<file path="config.mk">
export PLATFORM = sky130hd
export DESIGN_NAME = vram_arbiter_flat
export DESIGN_NICKNAME = d
export VERILOG_FILES = /design/src/rtl/vram_arbiter_if.sv /design/src/rtl/vram_arbiter.sv /design/src/flat_wrapper.sv
export SDC_FILE = /design/constraint.sdc
export NUM_CORES = 1
export LEC_CHECK = 0
export CAP_MARGIN = 20
export CORE_UTILIZATION = 49
export CTS_CLUSTER_DIAMETER = 200
export DETAILED_ROUTE_END_ITERATION = 12
export GPL_TIMING_DRIVEN = 0
export PLACE_DENSITY = 0.82
export SLEW_MARGIN = 10
export SYNTH_ARGS = -nofsm -noshare
export SYNTH_HDL_FRONTEND = slang
export SYNTH_SLANG_ARGS = --single-unit
</file>
<file path="constraint.sdc">
create_clock -name clk -period 4.7 [get_ports clk]
set_clock_uncertainty 0.15 [all_clocks]
set_input_delay 0.47 -clock clk [delete_from_list [all_inputs] [get_ports clk]]
set_output_delay 0.47 -clock clk [all_outputs]
set_load 0.01 [all_outputs]
</file>
<file path="src/rtl/vram_arbiter_if.sv">
// rtl/vram_arbiter_if.sv - CPU, display, clear and VRAM macro signals of the VRAM arbiter
interface vram_arbiter_if #(
  parameter int ADDR_WIDTH = 12
);
  // CPU data bus
  logic                  cpu_req;
  logic                  cpu_we;
  logic [ADDR_WIDTH-1:0] cpu_addr;
  logic [7:0]            cpu_wdata;
  logic                  cpu_ack;
  logic                  cpu_rvalid;
  // display character fetch
  logic                  disp_req;
  logic [ADDR_WIDTH-1:0] disp_addr;
  logic                  disp_ack;
  logic                  disp_rvalid;
  // shared read data
  logic [7:0]            rdata;
  // clear engine
  logic                  clr_start;
  logic [7:0]            clr_fill;
  logic                  clr_busy;
  logic                  clr_done;
  // VRAM macro
  logic [ADDR_WIDTH-1:0] vram_address;
  logic                  vram_w_enable;
  logic [7:0]            vram_w_data;
  logic [7:0]            vram_r_data;

  // requesters and VRAM macro side
  modport master (
    output cpu_req, cpu_we, cpu_addr, cpu_wdata,
    output disp_req, disp_addr,
    output clr_start, clr_fill,
    output vram_r_data,
    input  cpu_ack, cpu_rvalid, disp_ack, disp_rvalid, rdata,
    input  clr_busy, clr_done,
    input  vram_address, vram_w_enable, vram_w_data
  );

  // arbiter side
  modport slave (
    input  cpu_req, cpu_we, cpu_addr, cpu_wdata,
    input  disp_req, disp_addr,
    input  clr_start, clr_fill,
    input  vram_r_data,
    output cpu_ack, cpu_rvalid, disp_ack, disp_rvalid, rdata,
    output clr_busy, clr_done,
    output vram_address, vram_w_enable, vram_w_data
  );
endinterface

</file>
<file path="src/rtl/vram_arbiter.sv">
// rtl/vram_arbiter.sv - single-port text VRAM arbiter with display priority, bounded CPU wait and clear engine
module vram_arbiter #(
  parameter int MEMORY_BYTES = 2400,
  parameter int ADDR_WIDTH   = 12,
  parameter int CPU_MAX_WAIT = 4
) (
  input  logic          clk,
  input  logic          rst_n,
  vram_arbiter_if.slave bus
);

  localparam int                   WAIT_W    = $clog2(CPU_MAX_WAIT + 1);
  localparam logic [WAIT_W-1:0]    WAIT_MAX  = WAIT_W'(CPU_MAX_WAIT);
  localparam logic [ADDR_WIDTH:0]  MEM_LIMIT = (ADDR_WIDTH + 1)'(MEMORY_BYTES);
  localparam logic [ADDR_WIDTH-1:0] LAST_ADDR = ADDR_WIDTH'(MEMORY_BYTES - 1);

  typedef enum logic {IDLE, CLEAR} state_t;

  state_t                state_q, state_d;
  logic [WAIT_W-1:0]     wait_q, wait_d;
  logic [ADDR_WIDTH-1:0] ptr_q, ptr_d;
  logic [7:0]            fill_q, fill_d;

  logic                  grant_cpu, grant_disp, clr_done_d;
  logic                  we_d;
  logic [ADDR_WIDTH-1:0] addr_d;
  logic [7:0]            wdata_d;
  logic                  rd_cpu_d, rd_disp_d, rd_oor_d;

  logic                  cpu_ack_q, disp_ack_q, clr_done_q;
  logic                  we_q;
  logic [ADDR_WIDTH-1:0] addr_q;
  logic [7:0]            wdata_q;
  // read issued at the last edge; the VRAM samples its address on the coming negedge
  logic                  rd_cpu_q, rd_disp_q, rd_oor_q;
  // read result presented this cycle
  logic                  cpu_rvalid_q, disp_rvalid_q, rvalid_oor_q;

  function automatic logic in_range(input logic [ADDR_WIDTH-1:0] a);
    return {1'b0, a} < MEM_LIMIT;
  endfunction

  // Arbitration, clear sweep sequencing and next VRAM command
  always_comb begin
    state_d    = state_q;
    wait_d     = wait_q;
    ptr_d      = ptr_q;
    fill_d     = fill_q;
    grant_cpu  = 1'b0;
    grant_disp = 1'b0;
    clr_done_d = 1'b0;
    we_d       = 1'b0;
    addr_d     = addr_q;
    wdata_d    = wdata_q;
    rd_cpu_d   = 1'b0;
    rd_disp_d  = 1'b0;
    rd_oor_d   = 1'b0;

    case (state_q)
      IDLE: begin
        if (bus.clr_start) begin
          state_d = CLEAR;
          fill_d  = bus.clr_fill;
          ptr_d   = '0;
        end else if (bus.cpu_req && (wait_q == WAIT_MAX)) begin
          grant_cpu = 1'b1;
        end else if (bus.disp_req) begin
          grant_disp = 1'b1;
        end else if (bus.cpu_req) begin
          grant_cpu = 1'b1;
        end
      end
      CLEAR: begin
        we_d    = 1'b1;
        addr_d  = ptr_q;
        wdata_d = fill_q;
        if (ptr_q == LAST_ADDR) begin
          state_d    = IDLE;
          ptr_d      = '0;
          clr_done_d = 1'b1;
        end else begin
          ptr_d = ptr_q + 1'b1;
        end
      end
      default: state_d = IDLE;
    endcase

    if (grant_cpu) begin
      addr_d   = bus.cpu_addr;
      wdata_d  = bus.cpu_wdata;
      // out-of-range writes are acknowledged but never reach the macro
      we_d     = bus.cpu_we && in_range(bus.cpu_addr);
      rd_cpu_d = !bus.cpu_we;
      rd_oor_d = !bus.cpu_we && !in_range(bus.cpu_addr);
    end
    if (grant_disp) begin
      addr_d    = bus.disp_addr;
      rd_disp_d = 1'b1;
      rd_oor_d  = !in_range(bus.disp_addr);
    end

    // the wait count keeps climbing through a sweep, so the CPU goes first afterwards
    if (grant_cpu) begin
      wait_d = '0;
    end else if (bus.cpu_req && (wait_q != WAIT_MAX)) begin
      wait_d = wait_q + 1'b1;
    end
  end

  // FSM and sweep state registers
  always_ff @(posedge clk or negedge rst_n) begin
    if (!rst_n) begin
      state_q <= IDLE;
      wait_q  <= '0;
      ptr_q   <= '0;
      fill_q  <= '0;
    end else begin
      state_q <= state_d;
      wait_q  <= wait_d;
      ptr_q   <= ptr_d;
      fill_q  <= fill_d;
    end
  end

  // Registered VRAM command, ack pulses and the read-valid pipeline
  always_ff @(posedge clk or negedge rst_n) begin
    if (!rst_n) begin
      cpu_ack_q     <= 1'b0;
      disp_ack_q    <= 1'b0;
      clr_done_q    <= 1'b0;
      we_q          <= 1'b0;
      addr_q        <= '0;
      wdata_q       <= '0;
      rd_cpu_q      <= 1'b0;
      rd_disp_q     <= 1'b0;
      rd_oor_q      <= 1'b0;
      cpu_rvalid_q  <= 1'b0;
      disp_rvalid_q <= 1'b0;
      rvalid_oor_q  <= 1'b0;
    end else begin
      cpu_ack_q     <= grant_cpu;
      disp_ack_q    <= grant_disp;
      clr_done_q    <= clr_done_d;
      we_q          <= we_d;
      addr_q        <= addr_d;
      wdata_q       <= wdata_d;
      rd_cpu_q      <= rd_cpu_d;
      rd_disp_q     <= rd_disp_d;
      rd_oor_q      <= rd_oor_d;
      cpu_rvalid_q  <= rd_cpu_q;
      disp_rvalid_q <= rd_disp_q;
      rvalid_oor_q  <= rd_oor_q;
    end
  end

  assign bus.cpu_ack       = cpu_ack_q;
  assign bus.disp_ack      = disp_ack_q;
  assign bus.cpu_rvalid    = cpu_rvalid_q;
  assign bus.disp_rvalid   = disp_rvalid_q;
  assign bus.clr_busy      = (state_q == CLEAR);
  assign bus.clr_done      = clr_done_q;
  assign bus.vram_address  = addr_q;
  assign bus.vram_w_enable = we_q;
  assign bus.vram_w_data   = wdata_q;
  // macro data passes straight through while a result is valid; out-of-range reads return zero
  assign bus.rdata = ((cpu_rvalid_q || disp_rvalid_q) && !rvalid_oor_q) ? bus.vram_r_data : 8'h00;

endmodule

</file>
<file path="src/flat_wrapper.sv">
// flat-port wrapper written by rule: the top's interface ports become plain ports
module vram_arbiter_flat 
#(
  parameter int MEMORY_BYTES = 2400,
  parameter int ADDR_WIDTH   = 12,
  parameter int CPU_MAX_WAIT = 4
)
  (clk, rst_n, bus_cpu_req, bus_cpu_we, bus_cpu_addr, bus_cpu_wdata, bus_disp_req, bus_disp_addr, bus_clr_start, bus_clr_fill, bus_vram_r_data, bus_cpu_ack, bus_cpu_rvalid, bus_disp_ack, bus_disp_rvalid, bus_rdata, bus_clr_busy, bus_clr_done, bus_vram_address, bus_vram_w_enable, bus_vram_w_data);
  vram_arbiter_if #(.ADDR_WIDTH(ADDR_WIDTH)) bus_i ();
  input  logic clk;
  input  logic rst_n;
  input wire logic [$bits(bus_i.cpu_req)-1:0] bus_cpu_req;
  input wire logic [$bits(bus_i.cpu_we)-1:0] bus_cpu_we;
  input wire logic [$bits(bus_i.cpu_addr)-1:0] bus_cpu_addr;
  input wire logic [$bits(bus_i.cpu_wdata)-1:0] bus_cpu_wdata;
  input wire logic [$bits(bus_i.disp_req)-1:0] bus_disp_req;
  input wire logic [$bits(bus_i.disp_addr)-1:0] bus_disp_addr;
  input wire logic [$bits(bus_i.clr_start)-1:0] bus_clr_start;
  input wire logic [$bits(bus_i.clr_fill)-1:0] bus_clr_fill;
  input wire logic [$bits(bus_i.vram_r_data)-1:0] bus_vram_r_data;
  output wire logic [$bits(bus_i.cpu_ack)-1:0] bus_cpu_ack;
  output wire logic [$bits(bus_i.cpu_rvalid)-1:0] bus_cpu_rvalid;
  output wire logic [$bits(bus_i.disp_ack)-1:0] bus_disp_ack;
  output wire logic [$bits(bus_i.disp_rvalid)-1:0] bus_disp_rvalid;
  output wire logic [$bits(bus_i.rdata)-1:0] bus_rdata;
  output wire logic [$bits(bus_i.clr_busy)-1:0] bus_clr_busy;
  output wire logic [$bits(bus_i.clr_done)-1:0] bus_clr_done;
  output wire logic [$bits(bus_i.vram_address)-1:0] bus_vram_address;
  output wire logic [$bits(bus_i.vram_w_enable)-1:0] bus_vram_w_enable;
  output wire logic [$bits(bus_i.vram_w_data)-1:0] bus_vram_w_data;
  assign bus_i.cpu_req = bus_cpu_req;
  assign bus_i.cpu_we = bus_cpu_we;
  assign bus_i.cpu_addr = bus_cpu_addr;
  assign bus_i.cpu_wdata = bus_cpu_wdata;
  assign bus_i.disp_req = bus_disp_req;
  assign bus_i.disp_addr = bus_disp_addr;
  assign bus_i.clr_start = bus_clr_start;
  assign bus_i.clr_fill = bus_clr_fill;
  assign bus_i.vram_r_data = bus_vram_r_data;
  assign bus_cpu_ack = bus_i.cpu_ack;
  assign bus_cpu_rvalid = bus_i.cpu_rvalid;
  assign bus_disp_ack = bus_i.disp_ack;
  assign bus_disp_rvalid = bus_i.disp_rvalid;
  assign bus_rdata = bus_i.rdata;
  assign bus_clr_busy = bus_i.clr_busy;
  assign bus_clr_done = bus_i.clr_done;
  assign bus_vram_address = bus_i.vram_address;
  assign bus_vram_w_enable = bus_i.vram_w_enable;
  assign bus_vram_w_data = bus_i.vram_w_data;
  vram_arbiter #(.MEMORY_BYTES(MEMORY_BYTES), .ADDR_WIDTH(ADDR_WIDTH), .CPU_MAX_WAIT(CPU_MAX_WAIT)) u_core (.clk(clk), .rst_n(rst_n), .bus(bus_i));
endmodule
</file>
**Register map, names as in the netlist**

Other sequential cells in the stronger grey, the rest of the logic in the fainter grey.
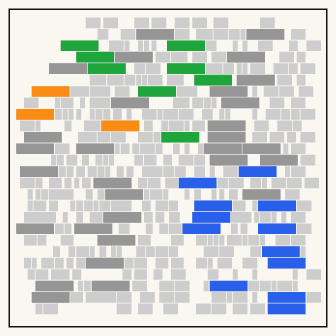
legend:
  blue:
    signal: u_core.bus.vram_address
    flops: 12
  green:
    signal: u_core.fill_q
    flops: 8
    where: top centre
  orange:
    signal: u_core.wait_q
    flops: 3
not coloured: 30

**Pin map**

Pins as bars across the die edge, other pins in grey.
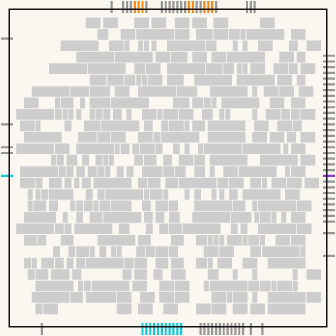
legend:
  purple:
    port: bus_disp_rvalid
    pins: 1
    direction: output
    edge: right
  orange:
    port: bus_cpu_wdata
    pins: 8
    direction: input
    edge: top
  cyan:
    port: bus_cpu_addr
    pins: 12
    direction: input
    edge: 11 bottom, 1 left
all pins by edge: 32 right, 26 top, 26 bottom, 5 left

**Routing congestion**

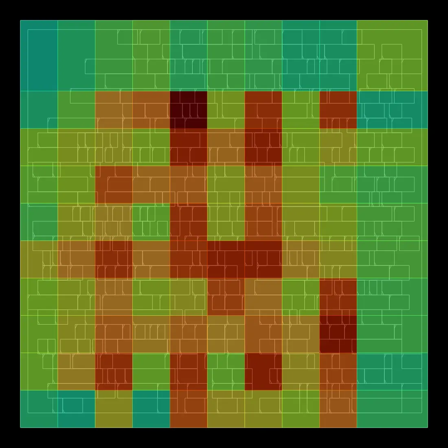
most congested layer reported by global routing: met2
utilization of the core after routing: 0.719

**Metal layers overlaid**

Only two layers are drawn.
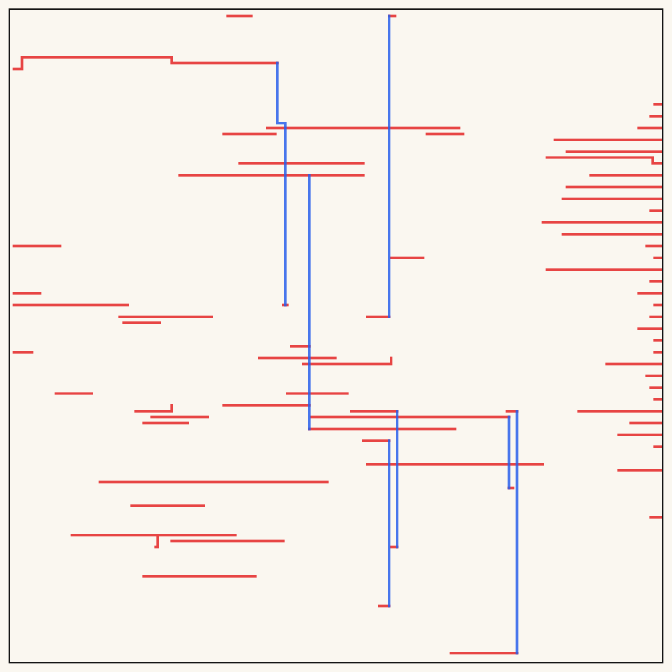
legend:
  red:
    layer: met3
    wire_length: 523 um
  blue:
    layer: met4
    wire_length: 163 um

**Metal 3**

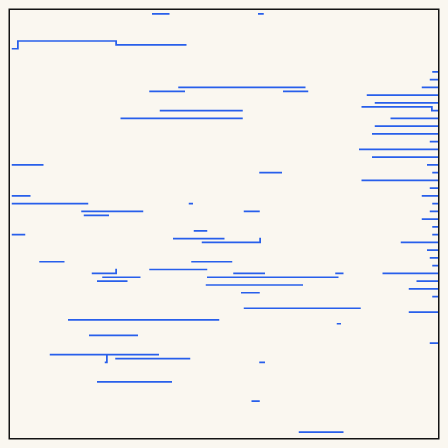
longest straight run: 26.2 um
share of all routed wire: 7.6%
nets with wire on the layer: 62
wire length on this layer: 523 um

==> run notes <==
Implementation numbers.

- In the final routing, the length of wire on met1 measures 2840 um.
- The launch instance of the worst register-to-register path reads u_core.wait_q[0].
- STA classifies the critical path startpoint as a flop.
- The share of flip-flops with an asynchronous set or reset is 1.00.
- IR analysis of the VDD net gives a maximum drop of 0.000311 V.
- The number of nets in the finished design reads 419.
- The sequential cell area is 0.00133 mm2.
- The inverter count reads 9.
- The final count of pins violating max slew reads 0.
- In the routed design, unresolved DRC markers number 0.
- Of the total power, combinational logic draws 0.295.
- The number of warning messages in the yosys log reads 0.
- The initial antenna violation count is 0.
- The max-capacitance violation count reads 0.
- The number of multi-input combinational cells in the layout is 191.
- The layout clock buffer count is 6.
- The total number of sequential cells reads 53.
- After clock tree synthesis, the clock-pin slew on the worst setup and hold paths is 90 ps.
- The critical path is of the flop to primary output type.
- The post-route total power is 1.28 mW.
- For this configuration, the core starts out at a cell density of 0.510.
- The share of the synthesized area in the top cell type reads 0.506.
- The sequential fraction of total cell area reads 0.359.
- The instance count after placement with tap cells included reads 424.
- The path depth of the worst reg2reg path is 7.
- Setup repair after global routing left no endpoint under its margin.
- Summed over all nets, wire length on met3 after detailed routing comes to 522 um.
- The count of buffers from port buffering reads 87.
- In the synthesized netlist, the cells that appear most often are sky130_fd_sc_hd__dfrtp_1, sky130_fd_sc_hd__nand2_1, sky130_fd_sc_hd__nor2_1.
- The sequential-to-total area share from yosys stat is 0.506.
- The weighted congestion reported at the end of routability-driven placement is 0.888.
- The total number of clock tree sinks is 53.
- The switching power share of the total is 0.308.
- The post-route antenna net violation count is 0.
- The dominant cell type by area after synthesis is sky130_fd_sc_hd__dfrtp_1.
- The TritonCTS clock tree is built.
- Per the final report, the share of cell area in clock cells is 0.0244.
- The ratio of cells with drive above 1 in the final layout is 0.108.
- The highest-count logic cell in the final layout reads sky130_fd_sc_hd__clkdlybuf4s50_1.
- The least setup slack across all paths after layout reads 2390 ps.
- The sequential cell fraction of total power reads 0.502.
- The placed standard-cell area reads 0.00359 mm2.
- The sum of negative setup slack reads 0 ps.
- The most used flip-flop cell is sky130_fd_sc_hd__dfrtp_1.
- The aggregate global routing overflow reads 0.
- The mean post-synth cell area reads 9.85 um2.
- The number of filler cells placed in the layout reads 407.
- The OpenROAD warning count is 27.
- The required time reported for the critical path endpoint is 4080 ps.
- Sequential cells consume a total of 640 uW.
- The total leakage power is 1.60 nW.
- The number of primary I/O pins reads 89.
- In the final layout, excluding clock buffers the buffer count is 102.
- Dividing the detail-routed via count by the number of cells gives 5.54.
- The endpoint type of the worst setup path is a primary output.
- Counting flops and latches in the post-synthesis netlist gives 53.
- The total clock buffers created by CTS reads 5.
- Entering global routing, the biggest net connects 36 pins.
- The number of enable flip-flop cells is 0.
- The die span in x is 75.1 um.
- The data arrival time at the worst-slack endpoint reads 1690 ps.
- The post-route worst hold slack reads 204 ps.
- The total core area reads 0.00514 mm2.
- Post-CTS repair changed the size of 0 cells.
- Setup slack on the worst path after placement came out at 2370 ps.
- The total length of routed met2 wires is 3370 um.
- The vertical die dimension reported for this design is 75.1 um.
- STA lists the endpoint of the worst register-to-register path as u_core.bus.vram_address[11].
- Before any placement, the netlist area is recorded as 0.00262 mm2.
- The total setup violations reported at the end of the flow reads 0.
- The estimated wirelength of the detail-placed design reads 5360 um.
- The worst setup path startpoint is u_core.bus.cpu_rvalid.
- The first-pass iteration count of the detailed router reads 4.
- The met2 track demand over resource in global routing is 0.439.
- The post-layout minimum cycle time reads 2310 ps.
- The power density relative to cell area reads 345 mW/mm2.
- The hold path endpoint is u_core.rvalid_oor_q.
- The chip area reads 0.00565 mm2.
- For met1 alone, demand over resource in global routing was 0.331.
- The initialized floorplan defines 26 standard-cell rows.
- The buffer type at the clock tree root reads sky130_fd_sc_hd__clkbuf_8.
- The headroom to the max-slew limit is 0.502.
- The number of global-route vias before repair reads 2,356.
- The area of all placed cells without fillers reads 0.00369 mm2.
- The highest attainable clock frequency is 433 MHz.
- The share of the final layout cell area in multi-input gates reads 0.325.
- For the worst min-delay path, the startpoint reported by OpenROAD is u_core.rd_oor_q.
- The number of antenna repair diodes reads 0.
- The cell with the most instances after synthesis reads sky130_fd_sc_hd__dfrtp_1.
- The tap cell count reads 70.
- The cell depth of the worst min-delay path reads 0.
- The classification of the worst-slack hold path is flop to flop.
- The number of design-rule violations left by the first detailed-router iteration reads 114.
- The highest metal layer used by the detailed router is met4.
- The met3 demand-to-capacity share in global routing reads 0.0656.
- In this run, power in combinational logic comes to 377 uW.
- The first-pass GRT wire length is 10,900 um.
- At floorplan, the net count of the design was reported as 323.
- The level count of the clock H-tree reads 2.
- The script extracted a net switching power of 393 uW.
- The maximum fanout encountered on the critical timing path reads 8.
- For the pin with the worst max-slew slack, the measured transition is 744 ps.
- Detailed routing inserted a total of 2,394 vias.
- The cell count after synthesis reads 266.
- The number of distinct library cells after synthesis reads 40.
- The capturing instance or port of the critical path reads bus_rdata[2].
- In the final design, more cell area goes to sequential cells than to any other class.
- Setup slack on the worst reg-to-reg path comes out at 2630 ps.
- The hold violation total from the final report is 0.
- Of the available clock period, the critical path in the final layout requires 0.492.
- By area the synthesized netlist is led by sky130_fd_sc_hd__dfrtp_1, sky130_fd_sc_hd__nand2_1, sky130_fd_sc_hd__o31ai_1, sky130_fd_sc_hd__a221oi_1, sky130_fd_sc_hd__and3_1.
- Relative to the synthesized area, the layout overhead comes to 41.0%.
- The area reported by Yosys stat is 0.00262 mm2.
- The run finished with clean final reports.
- The insertion delay of the later-clocked pin in the worst-skew pair reads 300 ps.
- The combinational cell area excluding buffers and inverters reads 0.00120 mm2.
- The clock network power consumption is 259 uW.
## what timing repair did
item                                   CTS  global route
endpoints found under the hold margin   18             0
hold buffers                             1             0
buffers inserted                         0             0
## critical path: stages (launching register included)
cell,delay [ps]
sky130_fd_sc_hd__dfrtp_1,360
sky130_fd_sc_hd__nor2_1,40
sky130_fd_sc_hd__nor2_1,260
sky130_fd_sc_hd__and2_1,190
sky130_fd_sc_hd__clkdlybuf4s50_1,540
## cells by family after synthesis
logic type	Yosys count	synth area share
AOI/OAI and AO/OA	67	0.192
xor gates and xnor gates	3	0.0100
adders and majority gates	3	0.0143
buffers and inverters	22	0.0363
DFF	53	0.506
muxes	8	0.0344
and+or+nand+nor	110	0.207
Power and IR drop assume default switching activity.
